`src/rtl/lsu_pkg.sv`:
```
// -----------------------------------------------------------------------------
// lsu_pkg
//   Shared definitions for the load/store unit:
//   - Size field encodings (SZ_BYTE, SZ_HALF, SZ_WORD, SZ_RSVD)
//   - FSM state enum lsu_state_t
//   - lane masks and lane shift helpers for little-endian byte/halfword access
//   Optional feature macro used by the unit: LSU_MISALIGN_TRAP_EN
// -----------------------------------------------------------------------------
package lsu_pkg;

    localparam logic [1:0] SZ_BYTE = 2'b00;
    localparam logic [1:0] SZ_HALF = 2'b01;
    localparam logic [1:0] SZ_WORD = 2'b10;
    localparam logic [1:0] SZ_RSVD = 2'b11;

    typedef enum logic [2:0] {
        ST_IDLE     = 3'd0,
        ST_RD_ISSUE = 3'd1,
        ST_RD_WAIT  = 3'd2,
        ST_WR       = 3'd3,
        ST_RESP     = 3'd4
    } lsu_state_t;

    localparam logic [31:0] BYTE_MASK = 32'h0000_00FF;
    localparam logic [31:0] HALF_MASK = 32'h0000_FFFF;

    // Bit offset of byte lane k = Addr[1:0] inside a word.
    function automatic logic [4:0] byte_shift(input logic [1:0] off);
        return {off, 3'b000};
    endfunction

    // Bit offset of halfword lane h = Addr[1]; Addr[0] is ignored, which is
    // what gives force-alignment when misalignment trapping is off.
    function automatic logic [4:0] half_shift(input logic [1:0] off);
        return {off[1], 4'b0000};
    endfunction

endpackage

```
`src/rtl/lsu_lane_format.sv`:
```
// -----------------------------------------------------------------------------
// lsu_lane_format
//   Combinational lane handling for the load/store unit.
//   Ports:
//     size        in  2   access size (SZ_BYTE / SZ_HALF / SZ_WORD)
//     signed_load in  1   sign-extend sub-word load results
//     byte_off    in  2   Addr[1:0] of the access
//     read_word   in  32  word returned by the data memory
//     store_data  in  32  right-aligned store data
//     load_value  out 32  extracted and extended load result
//     merged_word out 32  read_word with the target lane replaced by store_data
//   Word accesses ignore byte_off entirely.
// -----------------------------------------------------------------------------
module lsu_lane_format
    import lsu_pkg::*;
(
    input  logic [1:0]  size,
    input  logic        signed_load,
    input  logic [1:0]  byte_off,
    input  logic [31:0] read_word,
    input  logic [31:0] store_data,
    output logic [31:0] load_value,
    output logic [31:0] merged_word
);

    logic [4:0]  b_shift;
    logic [4:0]  h_shift;
    logic [31:0] byte_lane;
    logic [31:0] half_lane;
    logic [31:0] lane_mask;
    logic [31:0] lane_data;

    assign b_shift   = byte_shift(byte_off);
    assign h_shift   = half_shift(byte_off);
    assign byte_lane = (read_word >> b_shift) & BYTE_MASK;
    assign half_lane = (read_word >> h_shift) & HALF_MASK;

    always_comb begin
        load_value = read_word;
        case (size)
            SZ_BYTE: load_value = (signed_load && byte_lane[7])  ? (byte_lane | ~BYTE_MASK) : byte_lane;
            SZ_HALF: load_value = (signed_load && half_lane[15]) ? (half_lane | ~HALF_MASK) : half_lane;
            default: load_value = read_word;
        endcase
    end

    // Store merge: clear the target lane, then OR in the low bits of the
    // store data shifted into that lane.
    always_comb begin
        lane_mask = 32'hFFFF_FFFF;
        lane_data = store_data;
        case (size)
            SZ_BYTE: begin
                lane_mask = BYTE_MASK << b_shift;
                lane_data = (store_data & BYTE_MASK) << b_shift;
            end
            SZ_HALF: begin
                lane_mask = HALF_MASK << h_shift;
                lane_data = (store_data & HALF_MASK) << h_shift;
            end
            default: begin
                lane_mask = 32'hFFFF_FFFF;
                lane_data = store_data;
            end
        endcase
        merged_word = (read_word & ~lane_mask) | lane_data;
    end

endmodule

```
`src/rtl/load_store_unit.sv`:
```
// -----------------------------------------------------------------------------
// load_store_unit
//   Single-outstanding load/store initiator between the execute stage and a
//   word-addressed, synchronous-read data memory (Data_Mem). Sub-word stores
//   are read-modify-write because the memory has no byte enables.
//
//   Optional feature macro: LSU_MISALIGN_TRAP_EN
//     defined   : misaligned halfword/word accesses fault (no memory access)
//     undefined : such accesses are force-aligned; only Size=11 faults
//
//   Ports:
//     Clock, Reset            rising-edge clock, async active-high reset
//     ReqValid/ReqReady       request handshake (accept on both high at edge)
//     IsStore, Size, SignedLoad, Addr, StoreData   request fields
//     RespValid               one-cycle completion pulse
//     LoadData, Misaligned    response fields, valid with RespValid
//     MemAddress, MemWriteData, MemWriteEnable, MemRead   to Data_Mem
//     MemReadData             from Data_Mem, valid the cycle after MemRead
//     DebugState              current FSM state (lsu_state_t encoding)
//
//   Handshake: a request transfers on a rising edge where ReqValid and
//   ReqReady are both high; ReqReady is high only in IDLE, request fields are
//   captured on that edge and inputs are ignored until the unit is idle again.
//   RespValid is high for exactly one cycle per accepted request.
// -----------------------------------------------------------------------------
module load_store_unit
    import lsu_pkg::*;
#(
    parameter int DEPTH_WORDS = 1024
) (
    input  logic        Clock,
    input  logic        Reset,
    input  logic        ReqValid,
    output logic        ReqReady,
    input  logic        IsStore,
    input  logic [1:0]  Size,
    input  logic        SignedLoad,
    input  logic [31:0] Addr,
    input  logic [31:0] StoreData,
    output logic        RespValid,
    output logic [31:0] LoadData,
    output logic        Misaligned,
    output logic [31:0] MemAddress,
    output logic [31:0] MemWriteData,
    output logic        MemWriteEnable,
    output logic        MemRead,
    input  logic [31:0] MemReadData,
    output logic [2:0]  DebugState
);

    // Data_Mem is word addressed through a 30-bit word index.
    if (DEPTH_WORDS < 1 || DEPTH_WORDS > (1 << 30)) begin : g_bad_depth
        $error("load_store_unit: DEPTH_WORDS out of range");
    end

    lsu_state_t  state;
    lsu_state_t  next_state;

    logic        accept;
    logic        fault_now;

    logic        is_store_q;
    logic [1:0]  size_q;
    logic        signed_q;
    logic [31:0] addr_q;
    logic [31:0] wdata_q;
    logic [31:0] load_data_q;
    logic        misaligned_q;

    logic [31:0] load_value;
    logic [31:0] merged_word;

    assign accept = ReqValid && (state == ST_IDLE);

    // Fault decode on the live request so the accept edge can jump straight
    // to RESP without touching memory.
    always_comb begin
        fault_now = (Size == SZ_RSVD);
`ifdef LSU_MISALIGN_TRAP_EN
        if (Size == SZ_HALF && Addr[0])
            fault_now = 1'b1;
        if (Size == SZ_WORD && Addr[1:0] != 2'b00)
            fault_now = 1'b1;
`endif
    end

    // ---------------- state register ----------------
    always_ff @(posedge Clock or posedge Reset) begin
        if (Reset)
            state <= ST_IDLE;
        else
            state <= next_state;
    end

    // ---------------- next-state logic ----------------
    always_comb begin
        next_state = state;
        case (state)
            ST_IDLE: begin
                if (ReqValid) begin
                    if (fault_now)
                        next_state = ST_RESP;
                    else if (IsStore && Size == SZ_WORD)
                        next_state = ST_WR;
                    else
                        next_state = ST_RD_ISSUE;
                end
            end
            ST_RD_ISSUE: next_state = ST_RD_WAIT;
            ST_RD_WAIT:  next_state = is_store_q ? ST_WR : ST_RESP;
            ST_WR:       next_state = ST_RESP;
            ST_RESP:     next_state = ST_IDLE;
            default:     next_state = ST_IDLE;
        endcase
    end

    // ---------------- output decode ----------------
    // Write enable comes only from the state register, so an asynchronous
    // reset removes it immediately.
    always_comb begin
        ReqReady       = 1'b0;
        RespValid      = 1'b0;
        MemRead        = 1'b0;
        MemWriteEnable = 1'b0;
        case (state)
            ST_IDLE:     ReqReady       = 1'b1;
            ST_RD_ISSUE: MemRead        = 1'b1;
            ST_WR:       MemWriteEnable = 1'b1;
            ST_RESP:     RespValid      = 1'b1;
            default:     ReqReady       = 1'b0;
        endcase
    end

    assign MemAddress   = {2'b00, addr_q[31:2]};
    assign MemWriteData = wdata_q;
    assign LoadData     = load_data_q;
    assign Misaligned   = misaligned_q;
    assign DebugState   = state;

    // ---------------- request / datapath registers ----------------
    always_ff @(posedge Clock or posedge Reset) begin
        if (Reset) begin
            is_store_q   <= 1'b0;
            size_q       <= SZ_BYTE;
            signed_q     <= 1'b0;
            addr_q       <= 32'h0;
            wdata_q      <= 32'h0;
            load_data_q  <= 32'h0;
            misaligned_q <= 1'b0;
        end else if (accept) begin
            is_store_q   <= IsStore;
            size_q       <= Size;
            signed_q     <= SignedLoad;
            addr_q       <= Addr;
            wdata_q      <= StoreData;
            load_data_q  <= 32'h0;
            misaligned_q <= fault_now;
        end else if (state == ST_RD_WAIT) begin
            // MemReadData is valid now, one cycle after MemRead.
            if (is_store_q)
                wdata_q <= merged_word;
            else
                load_data_q <= load_value;
        end
    end

    lsu_lane_format u_lane_format (
        .size        (size_q),
        .signed_load (signed_q),
        .byte_off    (addr_q[1:0]),
        .read_word   (MemReadData),
        .store_data  (wdata_q),
        .load_value  (load_value),
        .merged_word (merged_word)
    );

endmodule

```
`config.mk`:
```
export PLATFORM = sky130hd
export DESIGN_NAME = load_store_unit
export DESIGN_NICKNAME = d
export VERILOG_FILES = /design/src/rtl/lsu_pkg.sv /design/src/rtl/lsu_lane_format.sv /design/src/rtl/load_store_unit.sv
export SDC_FILE = /design/constraint.sdc
export NUM_CORES = 1
export LEC_CHECK = 0
export ABC_CLOCK_PERIOD_IN_PS = 3300
export CAP_MARGIN = 15
export CORE_ASPECT_RATIO = 1.2
export CORE_MARGIN = 5
export CORE_UTILIZATION = 40
export CTS_CLUSTER_SIZE = 24
export DETAILED_ROUTE_END_ITERATION = 10
export PLACE_DENSITY_LB_ADDON = 0.25
export SKIP_CTS_REPAIR_TIMING = 1
export SLEW_MARGIN = 40
export SYNTH_ARGS = -nofsm -noshare
export SYNTH_HDL_FRONTEND = slang
export SYNTH_SLANG_ARGS = --single-unit
```
`constraint.sdc`:
```
create_clock -name Clock -period 3.3 [get_ports Clock]
set_input_delay 0.66 -clock Clock [delete_from_list [all_inputs] [get_ports Clock]]
set_output_delay 0.66 -clock Clock [all_outputs]
set_load 0.01 [all_outputs]
```
### Congestion heat map

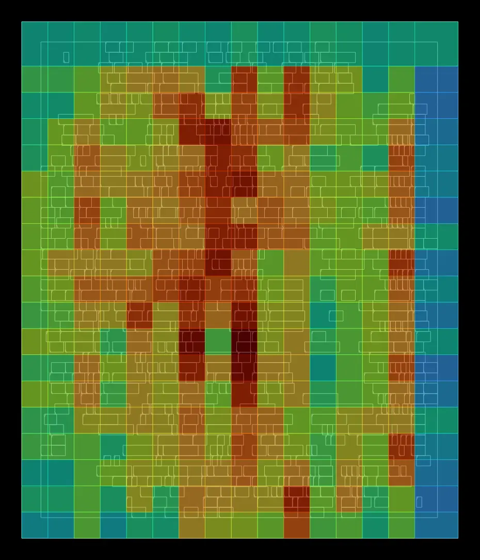
Global Route met1 Usage: 27.3%
met3 GRT Util: 4.99%
peak-usage layer in the global routing report: met2
final standard cell utilization of the core: 57.0%
GRT Overall Usage: 21.9%

### M2 wires

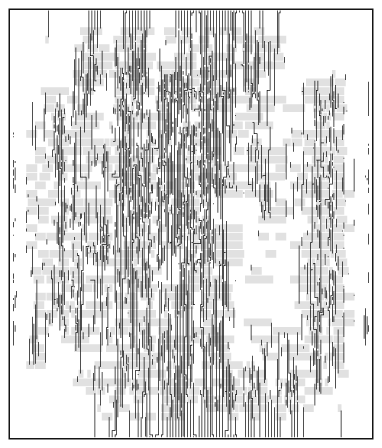
The layer carries 8,770 um of wire. The layer holds 50% of the routed length. The wires run mostly vertical. The longest straight run is 49.8 um.

==> notes.md <==
Notes on the physical design

The run finished with clean final reports. The clock arrives with 6.83 ps of skew. The maximum fanout encountered on the critical timing path is 13. The switching power of the nets is 2.93 mW. The number of buffers created by CTS is 9. The reg-to-reg setup timing slack is 850 ps. Recorded from the global router log, the overflow total was 0.

The static leakage power is 3.13 nW. After the last flow step, the layout net total stands at 787. Looking at the clock tree report, the H-tree level count equals 3. Setup repair after global routing left no endpoint under its margin.

The violation count after the first detailed-route iteration is 379. The peak ir drop on the vdd network is 540 uV. The layout has 1,157 filler cells.

The total count of max-transition violations in the final report is 0. Dividing the final minimum period by the clock period gives 77.0%. The type of the most critical hold path is reg -> reg. The top cell type by area accounts for 49.3% of the synthesized area.

The warning tally printed by Yosys for this design is 0. The timing report lists the critical path depth as 3 cells. The overall routed net length is 17.6 mm. Row generation in the floorplan step produced 46 rows. The area taken by multi-input combinational cells is reported as 2210 sq um.

The internal power component is 4.40 mW. Per the synthesis report, the number of distinct cell types is 44. The yosys stat cell total is 534. Per the synthesis report, the AND-OR/OR-AND share of the synthesized area is 24.3%. The launch point of the worst register-to-register path is recorded as size_q[0]$_DFFE_PP0P_. The mean instance size in the synthesized netlist is 9.89 sq um.

STA puts the critical path data required time at 2640 ps. The top flip-flop cell by instance count after synthesis is dfrtp_1. Summing the areas of all xor and xnor instances in the mapped netlist gives 0% of the synthesized area. Yosys reported that registers with async set or reset make up 100%.

The number of enable-type register cells in the synthesized netlist is 0. The worst setup path is of the reg -> out kind. The power density relative to cell area is 984 nW/um^2.
[flip-flops by register name, indices dropped and copies added, names as in the netlist]
register	count
LoadData	32
is_store_q	1
DebugState	3
addr_q	32
signed_q	1
Misaligned	1
MemWriteData	32
size_q	2
[per-layer routing]
layer | global-route usage, % | part of all wire [%] | up-vias | wire (um)
met1 | 27.3 | 38 | 2384 | 6750
li1 | - | - | 2205 | -
met5 | 0 | 0 | - | 0
met3 | 4.99 | 8.2 | 48 | 1450
met2 | 36.7 | 50 | 259 | 8770
met4 | 8.74 | 3.5 | 0 | 621
[cell families (layout without fill, tap and decap cells)]
family | count (synthesis) | in the layout
flip-flops | 104 | 104
AND/OR/NAND/NOR | 165 | 165
buffers and inverters | 87 | 236
AND-OR/OR-AND | 165 | 165
multiplexers | 12 | 12
other | 1 | 2
[cell type report]
| class | count | area share (%) |
|---|---|---|
| multi-input combinational | 344 | 29.7 |
| clock inverter | 2 | 0.168 |
| timing repair buffer | 213 | 28.7 |
| tap | 168 | 2.82 |
| clock buffer | 9 | 3.02 |
| sequential | 104 | 34.9 |
| inverter | 12 | 0.655 |
[how the worst min path moves through the flow]
| stage | end | slack [ps] | depth (start not counted) |
|---|---|---|---|
| floorplan | addr_q[10]$_DFFE_PP0P_ | 450 | 2 |
| global placement | addr_q[27]$_DFFE_PP0P_ | 460 | 2 |
| detailed placement | addr_q[7]$_DFFE_PP0P_ | 460 | 2 |
| CTS | addr_q[7]$_DFFE_PP0P_ | 480 | 2 |
| global route | addr_q[9]$_DFFE_PP0P_ | 490 | 2 |
| finish | addr_q[4]$_DFFE_PP0P_ | 470 | 2 |
[worst min-delay path, stage by stage, from the launching register on]
cell     delay, ps
dfrtp_1        340
nand2_1         50
nand2_1         50
[stage by stage]
stage / hold slack (ps) / setup WS [ps] / std cells
2_1_floorplan: 447 / 1390 / 535
3_3_place_gp: 458 / 583 / 841
3_5_place_dp: 461 / 503 / 841
4_1_cts: 478 / 750 / 852
5_1_grt: 492 / 668 / 852
6_report: 474 / 758 / 852
[synthesized netlist by cell type, types with 2 or more instances]
cell,instances
nand2_1,115
dfrtp_1,104
a21oi_1,42
a221o_1,39
buf_4,33
o21ai_0,21
clkbuf_1,19
buf_2,18
a22o_1,16
o2bb2ai_1,16
nor2_1,13
inv_1,12
mux2i_1,9
nand3_1,8
o311a_1,8
a22oi_1,7
a32oi_1,7
and3b_1,4
nor3_1,4
and2_1,3
buf_1,3
mux2_2,3
nand2b_1,3
nor2b_1,3
nor3b_1,3
a211oi_4,2
buf_6,2
[power by group through the flow]
stage,combinational (mW),clock [mW],sequential (mW)
floorplan,2.31,0,2.43
global placement,3.84,0,2.48
detailed placement,3.94,0,2.50
CTS,3.95,0.930,2.48
global route,4.24,0.971,2.56
finish,3.93,0.905,2.49
Power is estimated from default activity; no workload was simulated.
